`src/rtl/cpu_types_pkg.sv`:
```
// cpu_types_pkg: shared CPU datapath types.
//   word_t          32-bit datapath word
//   aluop_t         ALU operation encoding
//   alu_arb_state_t sequencer states of alu_arbiter
//   alu_arb_op_t    operation captured at request handshake
//   alu_arb_rsp_t   result and flags captured from the ALU
package cpu_types_pkg;

  typedef logic [31:0] word_t;

  typedef enum logic [3:0] {
    ALU_ADD = 4'd0,
    ALU_SUB = 4'd1,
    ALU_AND = 4'd2,
    ALU_OR  = 4'd3,
    ALU_XOR = 4'd4,
    ALU_SLL = 4'd5,
    ALU_SRL = 4'd6,
    ALU_SLT = 4'd7
  } aluop_t;

  typedef enum logic [1:0] {
    IDLE = 2'd0,
    EXEC = 2'd1,
    RESP = 2'd2
  } alu_arb_state_t;

  typedef struct packed {
    logic   owner;
    aluop_t aluop;
    word_t  porta;
    word_t  portb;
  } alu_arb_op_t;

  typedef struct packed {
    word_t data;
    logic  neg;
    logic  zero;
    logic  overflow;
  } alu_arb_rsp_t;

endpackage

```
`src/rtl/alu_arbiter_rr_arb2.sv`:
```
// rr_arb2: combinational 2-way round-robin grant.
//   req[1:0]  request bits
//   prio      requester that wins when both request
//   en        grant enable; gnt is 0 when low
//   gnt[1:0]  one-hot grant (0 when no request or disabled)
module rr_arb2 (
  input  logic [1:0] req,
  input  logic       prio,
  input  logic       en,
  output logic [1:0] gnt
);

  always_comb begin
    gnt = 2'b00;
    if (en) begin
      if (req == 2'b11) begin
        gnt = prio ? 2'b10 : 2'b01;
      end else begin
        gnt = req;
      end
    end
  end

endmodule

```
`src/rtl/alu_arbiter.sv`:
```
// alu_arbiter: round-robin arbiter and sequencer for the single shared ALU.
// One operation in flight: accept in IDLE, drive the ALU for one cycle in
// EXEC, hold the registered result in RESP until the owner accepts it.
//
// Ports:
//   CLK, RST                    clock, synchronous active-high reset
//   req_valid/req_ready[2]      request handshake per requester
//   req_aluop/porta/portb[2]    requested operation and operands
//   alu_aluop/porta/portb       to the ALU (0 outside EXEC)
//   alu_portout, alu_neg/zero/overflow   from the ALU, combinational
//   rsp_valid/rsp_ready[2]      response handshake per requester
//   rsp_data, rsp_neg/zero/overflow      registered result and flags
//   busy                        high whenever not IDLE
//   grant_cnt0/1                per-requester accepted-request counters,
//                               present only when ALU_ARB_PERF_EN is defined
//
// state | meaning
// IDLE  | arbitrating; req_ready to the winner
// EXEC  | ALU driven from the op register; result captured at the edge
// RESP  | rsp_valid to the owner until its rsp_ready
module alu_arbiter
  import cpu_types_pkg::*;
#(
  parameter int NREQ = 2
) (
  input  logic            CLK,
  input  logic            RST,
  input  logic [NREQ-1:0] req_valid,
  output logic [NREQ-1:0] req_ready,
  input  aluop_t          req_aluop [NREQ],
  input  word_t           req_porta [NREQ],
  input  word_t           req_portb [NREQ],
  output aluop_t          alu_aluop,
  output word_t           alu_porta,
  output word_t           alu_portb,
  input  word_t           alu_portout,
  input  logic            alu_neg,
  input  logic            alu_zero,
  input  logic            alu_overflow,
  output logic [NREQ-1:0] rsp_valid,
  input  logic [NREQ-1:0] rsp_ready,
  output word_t           rsp_data,
  output logic            rsp_neg,
  output logic            rsp_zero,
  output logic            rsp_overflow,
  output logic            busy
`ifdef ALU_ARB_PERF_EN
  ,
  output logic [31:0]     grant_cnt0,
  output logic [31:0]     grant_cnt1
`endif
);

  alu_arb_state_t state_q, state_d;
  logic           prio_q, prio_d;
  alu_arb_op_t    op_q, op_d;
  alu_arb_rsp_t   rsp_q, rsp_d;
  logic [1:0]     gnt;
  logic           winner;

  // gnt is nonzero only in IDLE with a matching req_valid, so it doubles
  // as the request-handshake strobe.
  rr_arb2 u_rr_arb2 (
    .req  (req_valid),
    .prio (prio_q),
    .en   (state_q == IDLE),
    .gnt  (gnt)
  );

  assign winner = gnt[1];

  always_comb begin
    state_d   = state_q;
    prio_d    = prio_q;
    op_d      = op_q;
    rsp_d     = rsp_q;
    req_ready = '0;
    rsp_valid = '0;
    alu_aluop = ALU_ADD;
    alu_porta = '0;
    alu_portb = '0;

    case (state_q)
      IDLE: begin
        req_ready = gnt;
        if (gnt != 2'b00) begin
          op_d.owner = winner;
          op_d.aluop = req_aluop[winner];
          op_d.porta = req_porta[winner];
          op_d.portb = req_portb[winner];
          prio_d     = ~winner;
          state_d    = EXEC;
        end
      end
      EXEC: begin
        alu_aluop      = op_q.aluop;
        alu_porta      = op_q.porta;
        alu_portb      = op_q.portb;
        rsp_d.data     = alu_portout;
        rsp_d.neg      = alu_neg;
        rsp_d.zero     = alu_zero;
        rsp_d.overflow = alu_overflow;
        state_d        = RESP;
      end
      RESP: begin
        rsp_valid[op_q.owner] = 1'b1;
        if (rsp_ready[op_q.owner]) begin
          state_d = IDLE;
        end
      end
      default: begin
        state_d = IDLE;
      end
    endcase
  end

  always_ff @(posedge CLK) begin
    if (RST) begin
      state_q <= IDLE;
      prio_q  <= 1'b0;
      op_q    <= '0;
      rsp_q   <= '0;
    end else begin
      state_q <= state_d;
      prio_q  <= prio_d;
      op_q    <= op_d;
      rsp_q   <= rsp_d;
    end
  end

  assign rsp_data     = rsp_q.data;
  assign rsp_neg      = rsp_q.neg;
  assign rsp_zero     = rsp_q.zero;
  assign rsp_overflow = rsp_q.overflow;
  assign busy         = (state_q != IDLE);

`ifdef ALU_ARB_PERF_EN
  logic [31:0] grant_cnt0_q, grant_cnt0_d;
  logic [31:0] grant_cnt1_q, grant_cnt1_d;

  always_comb begin
    grant_cnt0_d = grant_cnt0_q + {31'd0, gnt[0]};
    grant_cnt1_d = grant_cnt1_q + {31'd0, gnt[1]};
  end

  always_ff @(posedge CLK) begin
    if (RST) begin
      grant_cnt0_q <= '0;
      grant_cnt1_q <= '0;
    end else begin
      grant_cnt0_q <= grant_cnt0_d;
      grant_cnt1_q <= grant_cnt1_d;
    end
  end

  assign grant_cnt0 = grant_cnt0_q;
  assign grant_cnt1 = grant_cnt1_q;
`endif

endmodule

```
`config.mk`:
```
export PLATFORM = sky130hd
export DESIGN_NAME = alu_arbiter
export DESIGN_NICKNAME = d
export VERILOG_FILES = /design/src/rtl/cpu_types_pkg.sv /design/src/rtl/alu_arbiter_rr_arb2.sv /design/src/rtl/alu_arbiter.sv
export SDC_FILE = /design/constraint.sdc
export NUM_CORES = 1
export LEC_CHECK = 0
export ABC_CLOCK_PERIOD_IN_PS = 1600
export CAP_MARGIN = 25
export CORE_UTILIZATION = 41
export CTS_CLUSTER_SIZE = 10
export DETAILED_ROUTE_END_ITERATION = 8
export PLACE_DENSITY = 0.82
export SLEW_MARGIN = 20
export SYNTH_ARGS = -nofsm -noshare
export SYNTH_HDL_FRONTEND = slang
export SYNTH_SLANG_ARGS = --single-unit
```
`constraint.sdc`:
```
create_clock -name CLK -period 1.6 [get_ports CLK]
set_input_delay 0.24 -clock CLK [delete_from_list [all_inputs] [get_ports CLK]]
set_output_delay 0.24 -clock CLK [all_outputs]
set_load 0.05 [all_outputs]
```
Fig. 1: signal wires on met1
Bar = 20 µm. Supply wires on this layer in gray.
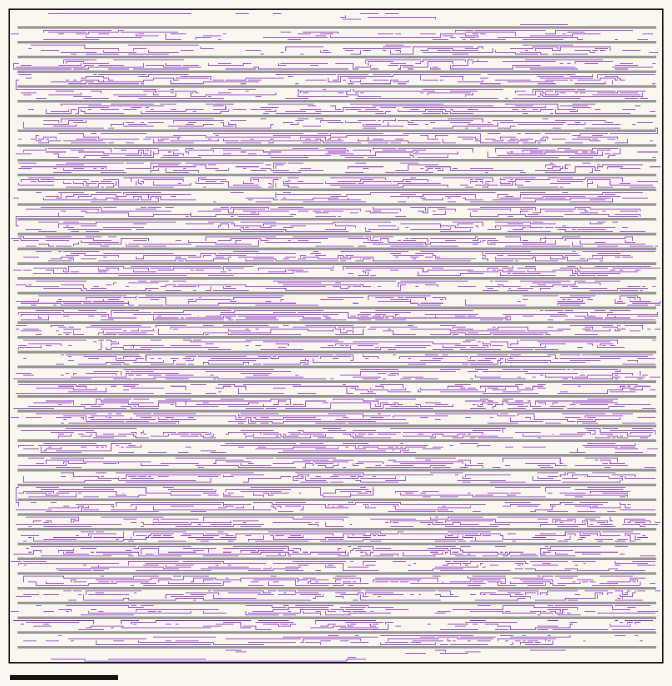
- share of all routed wire: 30%
- longest straight run: 48.3 µm
- main direction: horizontal
- nets with wire on the layer: 1,035
GRT met1 Usage: 0.3890
Total Routed Length: 44,320 µm
count of vias placed by the detailed router: 8,784

Fig. 2: metal 2
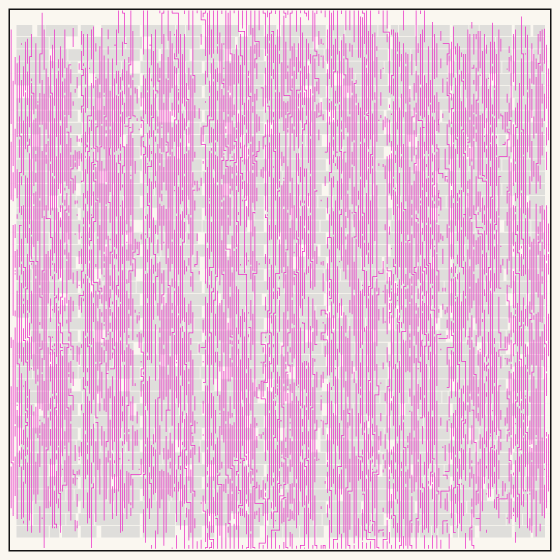
- longest straight run: 56.1 µm
- share of all routed wire: 43%
- main direction: vertical
met2 demand-to-capacity share in global routing: 0.5991

Fig. 3: signal wires on met3
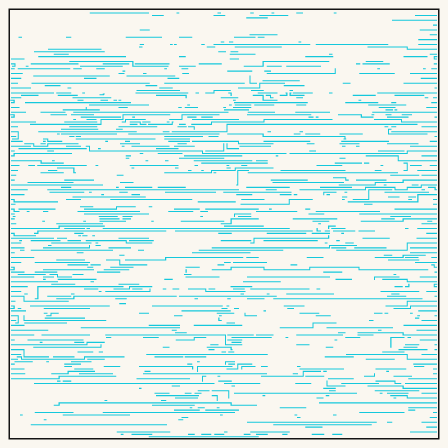
- main direction: horizontal
- wire length on this layer: 5,970 µm
- nets with wire on the layer: 478
- longest straight run: 53.6 µm
global-route met3 utilization: 0.06179

==> notes.md <==
Implementation status.

- The run finished, with violations left.
- The final reports fail on setup timing.
- The largest stage delay on the critical path is between 900 and 1000 ps.
- The cell type that accounts for the most area after synthesis is sky130_fd_sc_hd__dfxtp_1.
- The slew at the pin closest to its max-slew limit is 1126 ps.
- The width of the die is 120.2 µm.
- The row count is 42.
- STA classifies the critical path endpoint as a flop.
- After its last routability iteration, the placer logged a weighted congestion of 0.8190.
- The number of global-route vias before repair is 7,090.
- The fraction of cell area in sequential cells is reported as 0.1665.
- The number of levels in the clock H-tree is 3.
- The timing report gives the clock slew at the launch and capture registers of the worst setup and hold paths as 90 ps.
- Entering global routing, the biggest net connects 66 pins.
- Looking at the critical path, the single cell with the biggest stage delay is sky130_fd_sc_hd__nor4_1.
- The total met3 wirelength after detailed routing is 5972 µm.
- Measured on the final layout, buffering overhead outside the clock network stands at 0.3889.
- The area taken by multi-input combinational cells is reported as 5162 µm².
- Dividing the final minimum period by the clock period gives 1.544.
- The floorplan core area is ~13,000 µm².
- The global-route wire length before repair is 38,450 µm.
- The global router's overall resource usage is 0.3445.
- The overall power consumption is between 10 and 15 mW.
- The final antenna diode tally reported by the flow is 7.
- The number of enable flip-flop cells is 0.
- The violation tally recorded at the end of detailed-routing iteration 0 is 1,414.
- The proportion of netlist area held by the largest area contributor is 0.3740.
- The iteration count recorded for the first detailed-route pass is 7.
- The number of logic gates is 464.
- The startpoint identified for the worst hold timing path is RST.
- The critical path ends at op_q[40].
- Per the detail_route log, the uppermost layer with routed signals is met5.
- Yosys reports that the most numerous cell types are sky130_fd_sc_hd__dfxtp_1, sky130_fd_sc_hd__a21oi_1, sky130_fd_sc_hd__nand2_1.
- The net count after synthesis is 846.
- Buffers inserted during clock tree synthesis total 9.
- The last timing report of the flow puts the setup violation total at between 150 and 200.
- Setup repair after global routing could not meet its margin everywhere.
- The max-cap check violation count is 0.
- The number of stages on the worst hold path is 2.
- The endpoint of the worst hold path is reported as op_q[14].
- The post-synthesis xor/xnor area fraction is 0.
- The number of nets in the layout is 1,144.
- Per the GRT log, the top usage layer is met2.
- Of the total standard cell area in the layout, the multi-input combinational portion is 0.4002.
- STA shows the worst reg2reg path with a cell count of 4.
- The power drawn by the clock network is 2.59 mW.
- The total negative slack is -35,960 ps.
- Including well taps, the total number of placed cells is 1,084.
- The relative contribution of the clock network to total power is 0.230.
- The area taken by sequential standard cells is reported as about 2100 µm².
- Data on the critical path arrives at its endpoint at between 2000 and 3000 ps.
- The buffer levels on the longest clock path is 2.
- The setup slack of the critical path after layout is -870.0 ps.
- Among all cell classes, the greatest summed area belongs to multi-input combinational cells.
- Counting only logic cells after layout, the most numerous master is sky130_fd_sc_hd__clkdlybuf4s50_1.
- The total number of warnings across the stage logs is 33.
- The reported net switching power is 4.630 mW.
Power is estimated from default activity; no workload was simulated.
